--- src/rtl/serial_word_collector.sv ---
// serial_word_collector
//   Collects a serial bit stream (MSB first) into WIDTH-bit parallel words and
//   hands each complete word downstream over a valid/ready handshake. The
//   partial word in progress can be aborted.
//
// Ports
//   clk        in   rising-edge clock
//   rst        in   synchronous active-high reset
//   bit_valid  in   bit_in is valid this cycle
//   bit_in     in   serial data bit, MSB of the word first
//   bit_ready  out  collector can take a bit this cycle
//   abort      in   discard the partial word being collected
//   word_valid out  word_out holds a complete word
//   word_out   out  assembled word; first bit received in [WIDTH-1]
//   word_ready in   downstream takes word_out this cycle
//   bit_cnt    out  bits collected so far in the current word
//
// state   | meaning
// --------+------------------------------------------------------------
// COLLECT | shifting bits in; bit_ready=1, word_valid=0
// HOLD    | complete word presented; waiting for word_ready
module serial_word_collector #(
   parameter int WIDTH = 15,
   parameter int CNT_W = 4
) (
   input  logic             clk,
   input  logic             rst,
   input  logic             bit_valid,
   input  logic             bit_in,
   output logic             bit_ready,
   input  logic             abort,
   output logic             word_valid,
   output logic [WIDTH-1:0] word_out,
   input  logic             word_ready,
   output logic [CNT_W-1:0] bit_cnt
);

   typedef enum logic [0:0] {
      COLLECT = 1'b0,
      HOLD    = 1'b1
   } state_t;

   localparam logic [CNT_W-1:0] LAST_BIT = CNT_W'(WIDTH - 1);

   state_t           state;
   state_t           state_nxt;
   logic [WIDTH-1:0] sreg;
   logic [WIDTH-1:0] word_reg;
   logic [CNT_W-1:0] cnt_reg;
   logic             accept;
   logic             accept_last;
   logic             handshake;

   always_comb begin
      state_nxt   = state;
      bit_ready   = 1'b0;
      word_valid  = 1'b0;
      accept      = 1'b0;
      accept_last = 1'b0;
      handshake   = 1'b0;
      case (state)
         COLLECT: begin
            bit_ready   = 1'b1;
            // abort wins over a coincident bit, even the final one
            accept      = bit_valid && !abort;
            accept_last = accept && (cnt_reg == LAST_BIT);
            if (accept_last) begin
               state_nxt = HOLD;
            end
         end
         HOLD: begin
            word_valid = 1'b1;
            handshake  = word_ready;
            if (handshake) begin
               state_nxt = COLLECT;
            end
         end
         default: begin
            state_nxt = COLLECT;
         end
      endcase
   end

   always_ff @(posedge clk) begin
      if (rst) begin
         state    <= COLLECT;
         sreg     <= '0;
         word_reg <= '0;
         cnt_reg  <= '0;
      end else begin
         state <= state_nxt;
         if (state == COLLECT) begin
            if (abort) begin
               sreg    <= '0;
               cnt_reg <= '0;
            end else if (accept) begin
               sreg <= {sreg[WIDTH-2:0], bit_in};
               if (accept_last) begin
                  cnt_reg <= '0;
                  // separate output register so word_out never shows a partial word
                  word_reg <= {sreg[WIDTH-2:0], bit_in};
               end else begin
                  cnt_reg <= cnt_reg + CNT_W'(1);
               end
            end
         end
      end
   end

   assign word_out = word_reg;
   assign bit_cnt  = cnt_reg;

endmodule

--- config.mk ---
export PLATFORM = sky130hd
export DESIGN_NAME = serial_word_collector
export DESIGN_NICKNAME = d
export VERILOG_FILES = /design/src/rtl/serial_word_collector.sv
export SDC_FILE = /design/constraint.sdc
export NUM_CORES = 1
export LEC_CHECK = 0
export ABC_AREA = 1
export CAP_MARGIN = 20
export CELL_PAD_IN_SITES_DETAIL_PLACEMENT = 0
export CELL_PAD_IN_SITES_GLOBAL_PLACEMENT = 1
export CORE_MARGIN = 2
export CORE_UTILIZATION = 37
export CTS_BUF_LIST = sky130_fd_sc_hd__clkbuf_8
export CTS_CLUSTER_SIZE = 40
export DETAILED_ROUTE_END_ITERATION = 10
export HOLD_SLACK_MARGIN = 0.15
export MAX_ROUTING_LAYER = met4
export PLACE_DENSITY_LB_ADDON = 0.1
export SKIP_CTS_REPAIR_TIMING = 1
export SLEW_MARGIN = 25
export SYNTH_ARGS = -nofsm -noshare
export SYNTH_HDL_FRONTEND = slang
export SYNTH_SLANG_ARGS = --single-unit
--- constraint.sdc ---
create_clock -name clk -period 1.7 [get_ports clk]
set_input_delay 0.51 -clock clk [delete_from_list [all_inputs] [get_ports clk]]
set_output_delay 0.51 -clock clk [all_outputs]
set_load 0.05 [all_outputs]
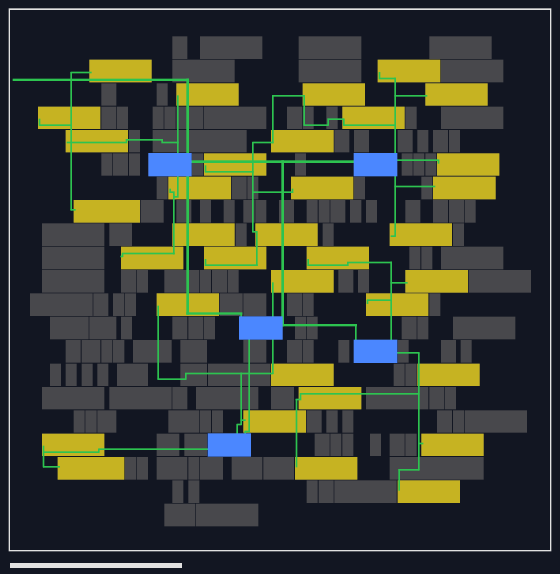
(routed clock nets over the placement)
The bar under the picture is 20 µm long.
- cells driving clock nets: blue (count 5)
- flip-flops: yellow (count 34)
- clock wires: green (length 432 µm)
- routed clock nets: 6
Clk pwr share: 50.0%
reported clock group power: 0.894 mW
worst clock skew on the final layout: 0.007515 ns
clock insertion delay at the later pin of the skew report: 0.29 ns

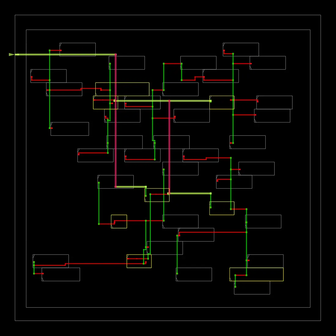
(the clock network)
number of buffers added by the clock tree synthesis step: 5
Clock buffer cells: 5

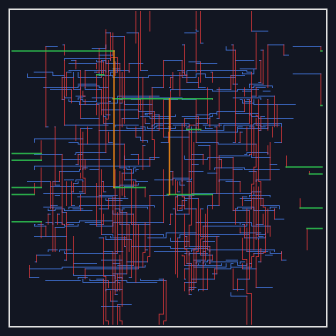
(metal layers overlaid)
- met1: blue (wire length 1,340 µm)
- met3: green (wire length 104 µm)
- met4: orange (wire length 46.2 µm)
- met2: red (wire length 1,460 µm)
overall routing resource usage: 17.67%
average wire per cell in the routed design: 11.96 µm
aggregate routed wire length: 2.953 mm
vias post-DR: 1,150

==> flow_summary.json <==
{
  "final-seq-area_um2": 683.2,
  "placement_rows": 21,
  "clkSinkCount": 34,
  "gp_congestion": 0.6953,
  "antenna_cells": 0,
  "warnings": 27,
  "top_cells_by_instance_count_after_synthesis": "63 x nand2_1, 34 x dfxtp_1, 31 x a21oi_1",
  "grt_first_pass_wirelength_mm": 5.368,
  "synthesis.area_um2": 1282,
  "path_clk_slew_ns": 0.07,
  "worst_pin_slew_ns": 0.3000,
  "cp-start-kind": "input pin",
  "hold_path.startpoint": "sreg[13]",
  "synthTopLogicFamily": "simple AND/OR/NAND/NOR gates",
  "total_leakage_power_nw": 0.7481,
  "grt_use_met1_pct": 20.54,
  "area_growth_synth_to_finish_pct": 56.29,
  "fin_ws_ns": 0.1760,
  "final_common_cell": "nand2_1",
  "path_buffers": 2,
  "ys_dominant_reg_cell": "dfxtp_1",
  "timing.rr.start": "bit_cnt[1]",
  "hold_class": "register to register",
  "fmaxAchievable_mhz": 656.2,
  "cts-root-to-sink-buffers": 2,
  "route.detailed.drc": 0,
  "critical-path-slowest-cell": "clkdlybuf4s50_1",
  "pwr-share-comb_pct": 5.2,
  "grt_antenna_before_repair": 0,
  "run_status": "complete, no violations",
  "placement.io_buffers": 26,
  "worst-setup-path-type": "input pin to register",
  "cts-root-buf": "clkbuf_8",
  "flip_flop_count_of_the_largest_register_after_layout": 15,
  "comb_area_um2": 521.8,
  "timing.hold.worst_endpoint": "sreg[13]",
  "worst_ir_drop_on_vdd_v": 0.0005250,
  "final-hold-violation-count": 0,
  "top_metal_layer_carrying_routed_signals": "met4",
  "groute.layer.met2.usage_pct": 28.86,
  "yosys.area.top_type": "dfxtp_1",
  "p_per_area_nw_per_um2": 892.7,
  "netlist_instances": 165,
  "synthArstFlopShare_pct": 0,
  "global_route.overflow_total": 0,
  "post-synth-top-area-fraction_pct": 53.07,
  "final_critical_delay_including_setup_and_external_delays_ns": 1.524,
  "routed-wl-met2_mm": 1.461,
  "critPathTopFamily": "buffers and inverters",
  "synth_area_per_cell_um2": 7.773,
  "synth_compound_gate_area_share_pct": 13.56,
  "path_cells": "clkdlybuf4s50_1 -> nor2_1 -> nand2_1 -> nor2_4 -> buf_12 -> nand2_1 -> a21oi_1",
  "p_seq_mw": 0.802,
  "place_ws_ns": -0.07359,
  "sw_frac_of_total_pct": 20.14,
  "finalClockPeriodUsage_pct": 89.65,
  "seq_area_frac_synth_pct": 53.07,
  "final_max_slew_viol_count": 0,
  "wl_met3_um": 103,
  "whs_path_depth": 2,
  "setup.reg_to_reg.worst_slack_ns": 0.36,
  "final-setup-viol-count": 0,
  "numSynthFlops": 34,
  "largest_power_group": "clock",
  "most-common-layout-cells": "63 x nand2_1, 32 x dfxtp_1, 31 x a21oi_1, 23 x buf_12, 9 x nor2_1",
  "critical_path.endpoint": "word_out[13]",
  "synth_stat.cells": 165,
  "dp_hpwl_mm": 2.037,
  "required_ns": 1.91,
  "detailedRoute.firstIterationViolations": 52,
  "cp-end-kind": "register",
  "fp_nets": 173,
  "grt_setup_unrepaired": "false",
  "met3_usage_pct": 4.505,
  "globalRoute.busiestLayer": "met2",
  "drv.max_cap_violation_count": 0,
  "firstDrtPassIters": 4,
  "ys_types": 19,
  "initial_utilization_pct": 38.43,
  "largest_net_degree_at_the_start_of_global_routing": 23
}
-- cell type report --
type | instances | share of cell area, %
multi-input cells | 115 | 26.03
well taps | 46 | 2.871
repair buffers | 36 | 28.46
clock buffers | 5 | 3.433
flip-flops and latches | 34 | 34.08
inverters | 8 | 1.685
clock inverters | 3 | 3.433
-- tightest hold or removal path, cell delays in order, from the launching register on --
cell and delay (ns):
dfxtp_1 0.31, nand2_1 0.06, a21oi_1 0.05
-- through the flow --
stage	instance area (µm²)	hold WS [ns]	setup TNS, ns	util (%)
after floorplan	1289	0.4457	0	-
after global placement	1867	0.4570	-0.2488	55.94
after detailed placement	1867	0.4562	-1.075	55.94
after CTS	2004	0.4683	0	60.07
after global routing	2004	0.4873	0	60.07
final	2004	0.4639	0	60.07
Power is estimated from default activity; no workload was simulated.
